$ cat src/rtl/uart_rx_engine_cfg.sv
// Configurable oversampling UART receiver with a one-deep output buffer and overrun reporting.
// Build option: define UART_RX_MAJORITY_VOTE_EN to decide each bit by a 2-of-3 vote around the bit centre.
module uart_rx_engine_cfg #(
    parameter int DATA_W     = 9,
    parameter int OVERSAMPLE = 16
) (
    input  logic              clk,
    input  logic              rst_n,
    input  logic              baud_tick,
    input  logic              uart_rx,
    input  logic [3:0]        cfg_data_bits,
    input  logic              cfg_parity_en,
    input  logic              cfg_parity_odd,
    input  logic              cfg_stop2,
    output logic              rx_out_valid,
    input  logic              rx_out_ready,
    output logic [DATA_W-1:0] rx_out_data,
    output logic              rx_out_perr,
    output logic              rx_out_ferr,
    output logic              rx_overrun,
    output logic              rx_busy,
    output logic [2:0]        dbg_state
);

    // Handshake: a frame moves downstream on any cycle where rx_out_valid && rx_out_ready;
    // valid never drops without that transfer, and data/perr/ferr hold still while valid && !ready.

    typedef enum logic [2:0] {
        S_IDLE   = 3'd0,
        S_START  = 3'd1,
        S_DATA   = 3'd2,
        S_PARITY = 3'd3,
        S_STOP   = 3'd4
    } state_t;

    localparam int            CW       = $clog2(OVERSAMPLE);
    localparam logic [CW-1:0] CNT_LAST = CW'(OVERSAMPLE - 1);
`ifdef UART_RX_MAJORITY_VOTE_EN
    localparam logic [CW-1:0] CNT_VOTE0  = CW'(OVERSAMPLE / 2 - 2);
    localparam logic [CW-1:0] CNT_VOTE1  = CW'(OVERSAMPLE / 2 - 1);
    localparam logic [CW-1:0] CNT_DECIDE = CW'(OVERSAMPLE / 2);
`else
    localparam logic [CW-1:0] CNT_DECIDE = CW'(OVERSAMPLE / 2 - 1);
`endif

    logic              r_sync1;
    logic              r_sync2;
    state_t            r_state;
    state_t            w_next_state;
    logic [CW-1:0]     r_cnt;
    logic [3:0]        r_bit_idx;
    logic              r_stop_idx;
    logic [3:0]        r_bits;
    logic              r_par_en;
    logic              r_par_odd;
    logic              r_stop2;
    logic [DATA_W-1:0] r_shift;
    logic              r_perr;
    logic              r_ferr;
    logic              r_start_hi;
    logic              r_valid;
    logic [DATA_W-1:0] r_out_data;
    logic              r_out_perr;
    logic              r_out_ferr;
    logic              r_overrun;

    logic              w_line;
    logic              w_sample_bit;
    logic              w_sample_pt;
    logic              w_bit_end;
    logic              w_last_data;
    logic              w_last_stop;
    logic              w_commit;
    logic              w_ferr_final;
    logic [3:0]        w_cfg_bits;

    always_ff @(posedge clk or negedge rst_n) begin
        if (!rst_n) begin
            r_sync1 <= 1'b1;
            r_sync2 <= 1'b1;
        end else begin
            r_sync1 <= uart_rx;
            r_sync2 <= r_sync1;
        end
    end

    assign w_line = r_sync2;

`ifdef UART_RX_MAJORITY_VOTE_EN
    logic [1:0] r_vote;

    always_ff @(posedge clk or negedge rst_n) begin
        if (!rst_n) begin
            r_vote <= 2'b11;
        end else if (baud_tick && (r_cnt == CNT_VOTE0)) begin
            r_vote[0] <= w_line;
        end else if (baud_tick && (r_cnt == CNT_VOTE1)) begin
            r_vote[1] <= w_line;
        end
    end

    assign w_sample_bit = (r_vote[0] & r_vote[1]) | (r_vote[0] & w_line) | (r_vote[1] & w_line);
`else
    assign w_sample_bit = w_line;
`endif

    assign w_sample_pt  = baud_tick && (r_cnt == CNT_DECIDE);
    assign w_bit_end    = baud_tick && (r_cnt == CNT_LAST);
    assign w_last_data  = (r_bit_idx == (r_bits - 4'd1));
    assign w_last_stop  = (r_stop_idx == r_stop2);
    assign w_commit     = (r_state == S_STOP) && w_sample_pt && w_last_stop;
    assign w_ferr_final = r_ferr | ~w_sample_bit;
    assign w_cfg_bits   = ((cfg_data_bits >= 4'd5) && (cfg_data_bits <= 4'(DATA_W)))
                          ? cfg_data_bits : 4'(DATA_W);

    always_ff @(posedge clk or negedge rst_n) begin
        if (!rst_n) begin
            r_state <= S_IDLE;
        end else begin
            r_state <= w_next_state;
        end
    end

    always_comb begin
        w_next_state = r_state;
        case (r_state)
            S_IDLE:   if (!w_line) w_next_state = S_START;
            S_START:  if (w_bit_end) w_next_state = r_start_hi ? S_IDLE : S_DATA;
            S_DATA:   if (w_bit_end && w_last_data) w_next_state = r_par_en ? S_PARITY : S_STOP;
            S_PARITY: if (w_bit_end) w_next_state = S_STOP;
            // Leave at the last stop-bit sample so a following start edge is not missed.
            S_STOP:   if (w_commit) w_next_state = S_IDLE;
            default:  w_next_state = S_IDLE;
        endcase
    end

    always_comb begin
        rx_busy   = (r_state != S_IDLE);
        dbg_state = r_state;
    end

    always_ff @(posedge clk or negedge rst_n) begin
        if (!rst_n) begin
            r_cnt      <= '0;
            r_bit_idx  <= 4'd0;
            r_stop_idx <= 1'b0;
            r_bits     <= 4'(DATA_W);
            r_par_en   <= 1'b0;
            r_par_odd  <= 1'b0;
            r_stop2    <= 1'b0;
            r_shift    <= '0;
            r_perr     <= 1'b0;
            r_ferr     <= 1'b0;
            r_start_hi <= 1'b0;
        end else begin
            if (r_state == S_IDLE) begin
                r_cnt <= '0;
            end else if (baud_tick) begin
                r_cnt <= (r_cnt == CNT_LAST) ? '0 : r_cnt + 1'b1;
            end

            case (r_state)
                S_IDLE: begin
                    if (!w_line) begin
                        r_bits     <= w_cfg_bits;
                        r_par_en   <= cfg_parity_en;
                        r_par_odd  <= cfg_parity_odd;
                        r_stop2    <= cfg_stop2;
                        r_shift    <= '0;
                        r_perr     <= 1'b0;
                        r_ferr     <= 1'b0;
                        r_start_hi <= 1'b0;
                        r_bit_idx  <= 4'd0;
                        r_stop_idx <= 1'b0;
                    end
                end
                S_START: begin
                    if (w_sample_pt) r_start_hi <= w_sample_bit;
                end
                S_DATA: begin
                    if (w_sample_pt) begin
                        for (int i = 0; i < DATA_W; i++) begin
                            if (r_bit_idx == 4'(i)) r_shift[i] <= w_sample_bit;
                        end
                    end
                    if (w_bit_end) r_bit_idx <= w_last_data ? 4'd0 : r_bit_idx + 4'd1;
                end
                S_PARITY: begin
                    if (w_sample_pt) r_perr <= (^r_shift) ^ w_sample_bit ^ r_par_odd;
                end
                S_STOP: begin
                    if (w_sample_pt && !w_sample_bit) r_ferr <= 1'b1;
                    if (w_bit_end) r_stop_idx <= 1'b1;
                end
                default: ;
            endcase
        end
    end

    // A commit on a transfer cycle reloads the buffer; a commit into a full, stalled buffer is dropped.
    always_ff @(posedge clk or negedge rst_n) begin
        if (!rst_n) begin
            r_valid    <= 1'b0;
            r_out_data <= '0;
            r_out_perr <= 1'b0;
            r_out_ferr <= 1'b0;
            r_overrun  <= 1'b0;
        end else begin
            r_overrun <= 1'b0;
            if (w_commit) begin
                if (!r_valid || rx_out_ready) begin
                    r_valid    <= 1'b1;
                    r_out_data <= r_shift;
                    r_out_perr <= r_perr;
                    r_out_ferr <= w_ferr_final;
                end else begin
                    r_overrun <= 1'b1;
                end
            end else if (r_valid && rx_out_ready) begin
                r_valid <= 1'b0;
            end
        end
    end

    assign rx_out_valid = r_valid;
    assign rx_out_data  = r_out_data;
    assign rx_out_perr  = r_out_perr;
    assign rx_out_ferr  = r_out_ferr;
    assign rx_overrun   = r_overrun;

endmodule
$ cat config.mk
export PLATFORM = sky130hd
export DESIGN_NAME = uart_rx_engine_cfg
export DESIGN_NICKNAME = d
export VERILOG_FILES = /design/src/rtl/uart_rx_engine_cfg.sv
export SDC_FILE = /design/constraint.sdc
export NUM_CORES = 1
export LEC_CHECK = 0
export CAP_MARGIN = 20
export CELL_PAD_IN_SITES_DETAIL_PLACEMENT = 1
export CELL_PAD_IN_SITES_GLOBAL_PLACEMENT = 2
export CORE_MARGIN = 5
export CORE_UTILIZATION = 35
export DETAILED_ROUTE_END_ITERATION = 6
export HOLD_SLACK_MARGIN = 0.05
export PLACE_DENSITY = 0.78
export SLEW_MARGIN = 20
export SYNTH_ARGS = -nofsm -noshare
export SYNTH_HDL_FRONTEND = slang
export SYNTH_SLANG_ARGS = --single-unit
export TNS_END_PERCENT = 50
$ cat constraint.sdc
create_clock -name clk -period 2.6 [get_ports clk]
set_clock_uncertainty 0.15 [all_clocks]
set_input_delay 0.52 -clock clk [delete_from_list [all_inputs] [get_ports clk]]
set_output_delay 0.52 -clock clk [all_outputs]
set_load 0.02 [all_outputs]
### Track usage over the die

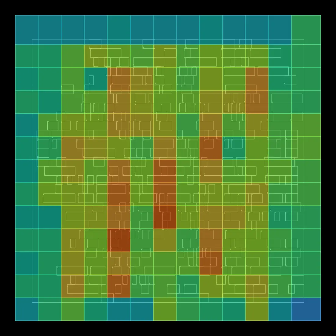
global-route layer with the greatest usage: met2
wire length per cell: 15.3 um
GRT met1 Usage: 0.166
Post-Route Utilization: 0.441

### Where the registers sit

Scale: 3 px per um. Other sequential cells in the stronger gray, the rest of the logic in the fainter gray.
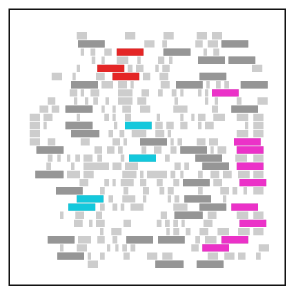
name in the netlist	color	placed flops
r_bit_idx	cyan	4
dbg_state	red	3
rx_out_data	magenta	9
not colored	30

### Clock network drawn from the DEF

Scale: 4 px per um.
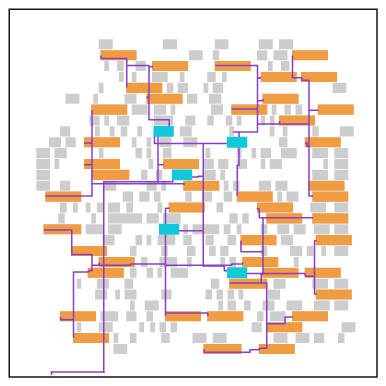
[cells driving clock nets] cyan | count: 5
[flip-flops] orange | count: 46
[clock wires] purple | length: 646 um
flops lie	widely spread
routed clock nets	6
Clock Power: 460 uW
clk ins delay skew pair: 0.30 ns
clock network power share: 0.200

==> out/results.ini <==
[timing]
grt_setup_unrepaired=false
relSlewSlack=0.649
fmax_mhz=415
tns_ns=0
setup_slack_ns=0.193
min_period_ns=2.41
worstMarginPinSlew_ns=0.521
whs_ns=0.218
hold_viol=0
setup_violations=0

[synth]
synth_flops=46
ys_area_um2=2330
flop_cell=dfrtp_1
top_cells_by_count=42 x dfrtp_1, 26 x nand2_1, 20 x nor2_1, 13 x a21oi_1, 13 x o21ai_0
ys_warn_count=0
fp_nets=248
syn_area_per_cell_um2=10.1
async_flop_share=1.00
top_area_frac=0.452
synth.most_common_cell=dfrtp_1
ys_types=46
edf_count=0
synth_cells=230
synth_top_cell_by_area=dfrtp_1
syn-cell-area_um2=2330

[clocking]
cts_tree=built
numClockSinks=46
root_buffer=clkbuf_8
numCtsBuffers=5
ctsHoldBuffers=1
post_cts_resized=0
post_cts_buffers=0
htreeDepth=2
path_clk_slew_ns=0.08

[power_and_ir_drop]
ir_worst_vdd_uv=315
p_leak_uw=0.00127
pwr_density_cell_nw_per_um2=812

[worst_setup_path]
r2r_start=r_bits[0]
r2r_slack_ns=0.30
endpoint_kind=output pin
start_kind=flip-flop
crit_chain=nor3_2 > inv_2 > clkdlybuf4s50_1
crit_end=rx_busy
cp_num_cells=3
crit_start=dbg_state[0]
r2r_end=dbg_state[2]
worstPathArrival_ns=1.74
r2r_cells=7
worstSetupPathType=flip-flop to output pin
crit_fanout=11
slowest_stage=clkdlybuf4s50_1

[detailed_routing]
wl_met1_mm=2.41
met3_length_um=133
top_layer=met4
route.detailed.drc=0
first_pass_iters=4
drtIter0Drc=27
wl_met2_mm=2.67
post_drt_via_cell_ratio=5.06
ant_nets=0

[global_routing]
antenna_found_initial=0
grt_pass1_vias=1852
grt_pass1_wl_mm=9.14
overflow=0

[die]
die_area_um2=8380
initial_core_util=0.362
coreArea_um2=6420
row_count=29
pin_count=29
die_w_um=91.5
dieHeight_um=91.5

[placed_design]
port_buffers=28
placed_cells=336
post-place-ws_ns=0.0612
globalplace.congestion=0.768

[final_layout]
n_fill_cell=733
drive_gt1_frac=0.149
num_antenna_cells=0
layout.cells.non_filler=345
areaGrowthSynthToFinish_pct=21.6
finalNetCount=285

[run]
max_cap_violations=0
log.warning_count=29

[min_path]
hold_class=flip-flop to flip-flop

[outcome]
status=finished clean

### Metal 3

Scale: 3 px per um.
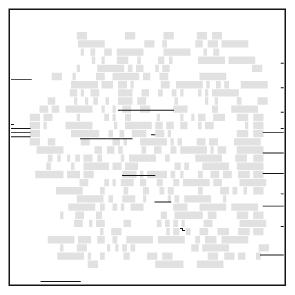
wire length on this layer	133 um
longest straight run	18.4 um
share of all routed wire	2.5%
main direction	horizontal
DRT Wirelength: 5.29 mm
grt met3 use: 0.0207
via count: 1747

### Signal wires by layer

Scale: 3 px per um.
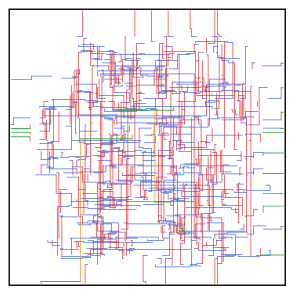
layer	color	wire length
met3	green	133 um
met1	blue	2410 um
met4	orange	78.2 um
met2	red	2670 um
GRT Util Overall: 0.135

report_power, final:
part	switching [uW]	internal, uW
registers	125	832
logic	492	389
clock network	245	215
total	861	1440
placed cells by master (no fill, tap or decap), types with 4 or more instances in the layout:
cell type         n
nand2_1          26
clkbuf_8          6
nor2_1           20
nand3_1          12
inv_1             8
dfrtp_1          42
o21ai_0          13
clkdlybuf4s50_1  27
dfstp_2           4
ha_1              6
mux2_2           11
a21oi_1          13
xor2_1            4
a31oi_1           5
buf_4            12
xnor2_1          12
state kept, by name, summed over array words and instances (netlist names), 3 cells and up:
name,flops
r_bits,4
r_shift,9
rx_out_data,9
dbg_state,3
r_cnt,4
r_bit_idx,4
metrics by stage:
step | area, um2 | power [uW]
global placement | 2730 | 1840
floorplan | 2330 | 1560
finish | 2830 | 2300
CTS | 2830 | 2340
global route | 2830 | 2470
detailed placement | 2730 | 1860
routing by layer:
| metal | vias to the layer above | track usage |
|---|---|---|
| met2 | 25 | 0.240 |
| met3 | 6 | 0.0207 |
| met4 | 0 | 0.0452 |
| li1 | 869 | - |
| met1 | 847 | 0.166 |
| met5 | - | 0 |
layout make-up:
cell class,instances,area (um2),share of cell area
sequential,46,1160,0.408
multi-input combinational,163,1070,0.379
clock inverter,1,5.00,0.00177
inverter,10,37.5,0.0133
timing repair buffer,41,375,0.133
clock buffer,7,86.3,0.0305
tap,77,96.3,0.0340
logic make-up (layout without fill, tap and decap cells):
family	after synthesis	after routing	share of synthesized area
xor gates and xnor gates	17	17	0.0704
and+or+nand+nor	84	84	0.187
AOI/OAI and AO/OA	44	44	0.114
DFF	46	46	0.497
buffers and inverters	21	59	0.0419
adders and majority gates	6	6	0.0323
muxes	12	12	0.0575
worst min-delay path by stage:
stage,start,to,depth (start not counted)
after floorplan,rst_n,dbg_state[0],0
after global placement,r_sync1,r_sync2,0
after detailed placement,r_sync1,r_sync2,0
after CTS,r_sync1,r_sync2,0
after global routing,r_sync1,r_sync2,0
final,r_sync1,r_sync2,0
worst reg2reg max path: stages (launching register included):
cell and delay [ns]:
dfstp_2 0.56, inv_1 0.06, ha_1 0.20, xor3_1 0.37, nor3_2 0.18, a21o_1 0.18
o311ai_1 0.17, o41ai_1 0.33
No activity file was given, so power comes from the tool's default toggle rates.
